File: src/rtl/projectile_pkg.sv
// Shared types and constants for the projectile pool controller and its cover search.
package projectile_pkg;
   localparam int COORD_W  = 11;
   localparam int OBJ_SIZE = 32;
   localparam int OFF_W    = $clog2(OBJ_SIZE);
   localparam int SCREEN_H = 480;

   typedef logic signed [COORD_W-1:0] coord_t;

   typedef enum logic { OWN_PLAYER = 1'b0, OWN_ENEMY = 1'b1 } owner_e;

   typedef enum logic { IDLE = 1'b0, UPDATE = 1'b1 } state_e;

   typedef struct packed {
      logic   active;
      owner_e owner;
      coord_t x;
      coord_t y;
   } slot_t;

   // org <= pos < org + OBJ_SIZE, evaluated in 32 bits so the span end cannot wrap.
   function automatic logic in_span(input coord_t pos, input coord_t org);
      int p;
      int o;
      p = int'(pos);
      o = int'(org);
      return (p >= o) && (p < o + OBJ_SIZE);
   endfunction
endpackage

File: src/rtl/projectile_hit_finder.sv
// Combinational priority search: lowest-index active slot covering the pixel, plus offsets.
module projectile_hit_finder
   import projectile_pkg::*;
#(
   parameter int NUM_SLOTS = 4,
   parameter int IDX_W     = 2
) (
   input  slot_t [NUM_SLOTS-1:0]     slots_i,
   input  logic signed [COORD_W-1:0] pix_x_i,
   input  logic signed [COORD_W-1:0] pix_y_i,
   output logic                      hit_o,
   output logic [IDX_W-1:0]          idx_o,
   output logic [OFF_W-1:0]          off_x_o,
   output logic [OFF_W-1:0]          off_y_o,
   output logic                      enemy_o
);

   always_comb begin
      hit_o   = 1'b0;
      idx_o   = '0;
      off_x_o = '0;
      off_y_o = '0;
      enemy_o = 1'b0;
      // Walk downwards so the lowest covering index is the last one written.
      for (int k = NUM_SLOTS - 1; k >= 0; k--) begin
         if (slots_i[k].active && in_span(pix_x_i, slots_i[k].x) && in_span(pix_y_i, slots_i[k].y)) begin
            hit_o   = 1'b1;
            idx_o   = IDX_W'(k);
            off_x_o = OFF_W'(int'(pix_x_i) - int'(slots_i[k].x));
            off_y_o = OFF_W'(int'(pix_y_i) - int'(slots_i[k].y));
            enemy_o = (slots_i[k].owner == OWN_ENEMY);
         end
      end
   end

endmodule

File: src/rtl/projectile_pool_ctrl.sv
// Projectile slot pool: fire arbitration, per-frame slot walk, collision retire, 1-cycle render lookup.
module projectile_pool_ctrl
   import projectile_pkg::*;
#(
   parameter int NUM_SLOTS    = 4,
   parameter int PLAYER_SPEED = 4,
   parameter int ENEMY_SPEED  = 2
) (
   input  logic                      clk,
   input  logic                      resetN,
   input  logic                      startOfFrame,
   input  logic                      player_fire,
   input  logic signed [COORD_W-1:0] player_x,
   input  logic signed [COORD_W-1:0] player_y,
   input  logic                      enemy_fire,
   input  logic signed [COORD_W-1:0] enemy_x,
   input  logic signed [COORD_W-1:0] enemy_y,
   output logic                      player_ack,
   output logic                      enemy_ack,
   input  logic signed [COORD_W-1:0] pixelX,
   input  logic signed [COORD_W-1:0] pixelY,
   input  logic                      collision,
   output logic                      drawingRequest,
   output logic [OFF_W-1:0]          offsetX,
   output logic [OFF_W-1:0]          offsetY,
   output logic                      is_enemy,
   output logic [3:0]                active_count
);

   localparam int               IDX_W    = (NUM_SLOTS > 1) ? $clog2(NUM_SLOTS) : 1;
   localparam logic [IDX_W-1:0] LAST_IDX = IDX_W'(NUM_SLOTS - 1);

   state_e                state_q;
   logic [IDX_W-1:0]      idx_q;
   slot_t [NUM_SLOTS-1:0] slots_q;
   slot_t [NUM_SLOTS-1:0] slots_d;
   logic                  pend_p_q;
   logic                  pend_e_q;
   coord_t                px_q;
   coord_t                py_q;
   coord_t                ex_q;
   coord_t                ey_q;
   owner_e                rr_q;
   logic                  p_ack_q;
   logic                  e_ack_q;
   logic                  draw_q;
   logic                  enemy_q;
   logic [OFF_W-1:0]      offx_q;
   logic [OFF_W-1:0]      offy_q;
   logic [IDX_W-1:0]      hit_slot_q;
   logic [3:0]            count_q;

   logic [NUM_SLOTS-1:0]  active_vec;
   logic [NUM_SLOTS-1:0]  clr_mask;
   logic [NUM_SLOTS-1:0]  free_vec;
   logic                  any_free;
   logic [IDX_W-1:0]      free_idx;
   logic                  both;
   logic                  serve;
   logic                  sel_enemy;
   logic                  grant;
   logic                  drop;
   int                    upd_y;

   logic                  hit;
   logic [IDX_W-1:0]      hit_idx;
   logic [OFF_W-1:0]      hit_offx;
   logic [OFF_W-1:0]      hit_offy;
   logic                  hit_enemy;

   projectile_hit_finder #(
      .NUM_SLOTS (NUM_SLOTS),
      .IDX_W     (IDX_W)
   ) u_hit_finder (
      .slots_i (slots_q),
      .pix_x_i (pixelX),
      .pix_y_i (pixelY),
      .hit_o   (hit),
      .idx_o   (hit_idx),
      .off_x_o (hit_offx),
      .off_y_o (hit_offy),
      .enemy_o (hit_enemy)
   );

   // A slot being cleared by a collision this cycle is never offered to a grant.
   always_comb begin
      active_vec = '0;
      clr_mask   = '0;
      for (int k = 0; k < NUM_SLOTS; k++) begin
         active_vec[k] = slots_q[k].active;
      end
      if (collision && draw_q) begin
         clr_mask[hit_slot_q] = 1'b1;
      end
      free_vec = ~active_vec & ~clr_mask;
      any_free = |free_vec;
      free_idx = '0;
      for (int k = NUM_SLOTS - 1; k >= 0; k--) begin
         if (free_vec[k]) begin
            free_idx = IDX_W'(k);
         end
      end
   end

   always_comb begin
      both      = pend_p_q & pend_e_q;
      serve     = (state_q == IDLE) && !startOfFrame && (pend_p_q || pend_e_q);
      sel_enemy = both ? (rr_q == OWN_ENEMY) : pend_e_q;
      grant     = serve && any_free;
      drop      = serve && !any_free;
   end

   always_comb begin
      slots_d = slots_q;
      upd_y   = 0;
      if (state_q == UPDATE && slots_q[idx_q].active) begin
         if (slots_q[idx_q].owner == OWN_PLAYER) begin
            upd_y = int'(slots_q[idx_q].y) - PLAYER_SPEED;
            slots_d[idx_q].active = (upd_y + OBJ_SIZE > 0);
         end else begin
            upd_y = int'(slots_q[idx_q].y) + ENEMY_SPEED;
            slots_d[idx_q].active = (upd_y < SCREEN_H);
         end
         slots_d[idx_q].y = COORD_W'(upd_y);
      end
      if (grant) begin
         slots_d[free_idx].active = 1'b1;
         slots_d[free_idx].owner  = sel_enemy ? OWN_ENEMY : OWN_PLAYER;
         slots_d[free_idx].x      = sel_enemy ? ex_q : px_q;
         slots_d[free_idx].y      = sel_enemy ? ey_q : py_q;
      end
      for (int k = 0; k < NUM_SLOTS; k++) begin
         if (clr_mask[k]) begin
            slots_d[k].active = 1'b0;
         end
      end
   end

   always_ff @(posedge clk or negedge resetN) begin
      if (!resetN) begin
         state_q    <= IDLE;
         idx_q      <= '0;
         slots_q    <= '0;
         pend_p_q   <= 1'b0;
         pend_e_q   <= 1'b0;
         px_q       <= '0;
         py_q       <= '0;
         ex_q       <= '0;
         ey_q       <= '0;
         rr_q       <= OWN_PLAYER;
         p_ack_q    <= 1'b0;
         e_ack_q    <= 1'b0;
         draw_q     <= 1'b0;
         enemy_q    <= 1'b0;
         offx_q     <= '0;
         offy_q     <= '0;
         hit_slot_q <= '0;
         count_q    <= '0;
      end else begin
         slots_q <= slots_d;
         count_q <= 4'($countones(active_vec));
         p_ack_q <= grant && !sel_enemy;
         e_ack_q <= grant && sel_enemy;

         // First pulse wins: a pending requester keeps its original coordinates.
         if (!pend_p_q && player_fire) begin
            pend_p_q <= 1'b1;
            px_q     <= player_x;
            py_q     <= player_y;
         end
         if (!pend_e_q && enemy_fire) begin
            pend_e_q <= 1'b1;
            ex_q     <= enemy_x;
            ey_q     <= enemy_y;
         end
         if ((grant && !sel_enemy) || (drop && pend_p_q)) begin
            pend_p_q <= 1'b0;
         end
         if ((grant && sel_enemy) || (drop && pend_e_q)) begin
            pend_e_q <= 1'b0;
         end
         if (grant && both) begin
            rr_q <= (rr_q == OWN_PLAYER) ? OWN_ENEMY : OWN_PLAYER;
         end

         case (state_q)
            IDLE: begin
               if (startOfFrame) begin
                  state_q <= UPDATE;
                  idx_q   <= '0;
               end
            end
            UPDATE: begin
               if (idx_q == LAST_IDX) begin
                  state_q <= IDLE;
               end else begin
                  idx_q <= idx_q + 1'b1;
               end
            end
            default: state_q <= IDLE;
         endcase

         draw_q     <= hit;
         enemy_q    <= hit_enemy;
         offx_q     <= hit_offx;
         offy_q     <= hit_offy;
         hit_slot_q <= hit_idx;
      end
   end

   assign player_ack     = p_ack_q;
   assign enemy_ack      = e_ack_q;
   assign drawingRequest = draw_q;
   assign offsetX        = offx_q;
   assign offsetY        = offy_q;
   assign is_enemy       = enemy_q;
   assign active_count   = count_q;

endmodule

File: config.mk
export PLATFORM = sky130hd
export DESIGN_NAME = projectile_pool_ctrl
export DESIGN_NICKNAME = d
export VERILOG_FILES = /design/src/rtl/projectile_pkg.sv /design/src/rtl/projectile_hit_finder.sv /design/src/rtl/projectile_pool_ctrl.sv
export SDC_FILE = /design/constraint.sdc
export NUM_CORES = 1
export LEC_CHECK = 0
export CAP_MARGIN = 20
export CORE_AREA = 5 5 161 194
export CTS_CLUSTER_SIZE = 16
export DETAILED_ROUTE_END_ITERATION = 10
export DIE_AREA = 0 0 166 199
export GPL_ROUTABILITY_DRIVEN = 1
export PLACE_DENSITY_LB_ADDON = 0.2
export SLEW_MARGIN = 30
export SYNTH_ARGS = -nofsm -noshare
export SYNTH_HDL_FRONTEND = slang
export SYNTH_HIERARCHICAL = 1
export SYNTH_SLANG_ARGS = --single-unit
File: constraint.sdc
create_clock -name clk -period 6.76 [get_ports clk]
set_input_delay 1.014 -clock clk [delete_from_list [all_inputs] [get_ports clk]]
set_output_delay 1.014 -clock clk [all_outputs]
set_load 0.05 [all_outputs]
m1.png
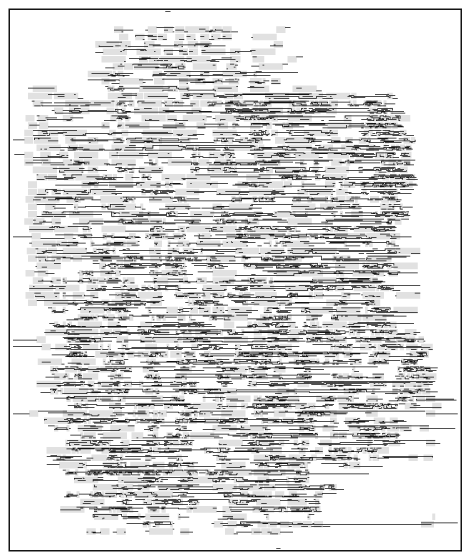
share of all routed wire: 42%
nets with wire on the layer: 1602

m2.png
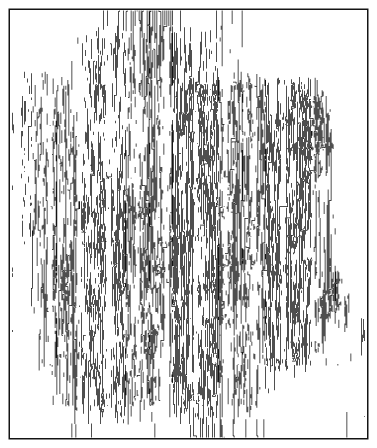
longest straight run: 87.9 um
main direction: vertical
share of all routed wire: 50%
nets with wire on the layer: 1417
wire length on this layer: 19100 um

==> CHANGELOG.md <==
### Changed

- Global router's overall resource usage: 22.9%
- Flip-flop count of the largest register after layout: 92
- # nets final: 1699
- Final Setup Violations: 0
- Final WS setup: 1.98 ns
- Violation count after the first detailed-route iteration: 716
- Grt peak-use layer: met2
- Inverter count: 130
- Fraction of met1 tracks used by global routing: 27.8%
- Number of CTS-inserted buffers: 17
- Number of core rows: 69
- Areal power density over the cells: 524 nW/um^2
- Worst-path cell with the longest stage delay: sky130_fd_sc_hd__dfrtp_1
- Core Region: 29300 sq um
- Crit Path Max Fanout: 16
- Synth cell count leaders: sky130_fd_sc_hd__dfrtp_1 (165), sky130_fd_sc_hd__ha_1 (163), sky130_fd_sc_hd__inv_1 (130)
- DRT met1 WL: 15.8 mm
- Result of the run: complete, no violations
- Cell Area, Synth: 12900 sq um
- # Post-CTS Setup Buffers: 0
- Cell types occupying the most area after synthesis: sky130_fd_sc_hd__dfrtp_1 (32%), sky130_fd_sc_hd__ha_1 (16%), sky130_fd_sc_hd__mux2_2 (5.1%)
- RSZ-0062 raised after global routing: no
- Cell type with the highest occurrence count on the critical path: sky130_fd_sc_hd__inv_1
- Maximum single-stage delay on the critical path: 0.84 ns
- Worst setup path class: reg2reg
- Post-route design area: 14800 sq um
- Highest-count cells in the layout ignoring fill and taps: sky130_fd_sc_hd__dfrtp_1 (165), sky130_fd_sc_hd__ha_1 (163), sky130_fd_sc_hd__inv_1 (130), sky130_fd_sc_hd__nand2_1 (103), sky130_fd_sc_hd__a21oi_1 (100)
- Internal reg-to-reg setup slack: 1.98 ns
- Non-clock buffer instance count of the final layout: 97
- Worst Min Path Start: slots_q[92]$_DFFE_PN0P_
- Height of the chip: 199 um
- Wirelength per Cell: 20.4 um
- Worst setup skew after layout: 0.0101 ns
- Routing usage on met3: 2.84%
- RR Startpoint: idx_q[1]$_DFFE_PN0P_
- Number of cell instances after yosys synthesis: 1389
- Final Hold Vio Count: 0
- Post-route non-filler standard cell count: 1858
- Routed length on met3: 1.40 mm
- Detail Route Antenna Nets: 0
- Remaining global-route overflow: 0
- Number of flops mapped to enable cells by yosys: 0
- FILL cells: 2752
- Utilization after layout: 50.5%
- Maximum number of pins on one net before global-route repair: 92
- Cell accounting for the most synthesized area: sky130_fd_sc_hd__dfrtp_1
- Unique cell type count in the Yosys netlist: 80
- Worst EP required: 7.04 ns
- Startpoint types: register
- Share of the synthesized area in the top cell type: 31.9%
- Flop share of the area: 27.9%
- Share of final layout cell area taken by non-clock buffers: 6.47%
- Final wirelength: 37.8 mm
- Total power of the final layout: 7740 uW
- Path category of the worst min-delay check: reg2reg
- Number of input and output port buffers inserted: 88
- First-pass GRT wire length: 59.5 mm
- Post-layout minimum cycle time: 4.78 ns
- Number of tap instances: 390
- Number of sequential storage elements: 165
- Number of gates resized after cts: 0
- Area of the multi-input gates: 8100 sq um
- Die X: 166 um
- Leakage power: 0.00666 uW
- Worst-case setup slack after placement: 1.94 ns
- DP HPWL: 29.5 mm
- Clock transition at path regs: 0.07 ns
- Register with the highest flop count: slots_q
-- cells by family after synthesis --
kind of cell,share of synthesized area [%]
buffers and inverters,5.56
and+or+nand+nor,13.9
muxes,11.0
AOI/OAI and AO/OA,16.0
xor gates and xnor gates,4.34
other,0.0290
DFF,31.9
adders and majority gates,17.2
-- power breakdown --
part           switching (uW)  internal [uW]  total, uW
registers                 481           1450       1930
clock network             483            538       1020
logic                    2800           1990       4790
-- worst paths after layout --
path | depth (start not counted) | end
min in group asynchronous | 1 | offsetY[1]$_DFF_PN0_
worst min register to register | 2 | slots_q[92]$_DFFE_PN0P_
max in group asynchronous | 2 | ex_q[8]$_DFFE_PN0P_
worst max-delay path | 13 | active_vec[2]$_DFF_PN0_
worst min-delay path | 2 | slots_q[92]$_DFFE_PN0P_
worst max register to register | 13 | active_vec[2]$_DFF_PN0_
Power figures rest on the tool's default switching activity, not on a simulated workload.
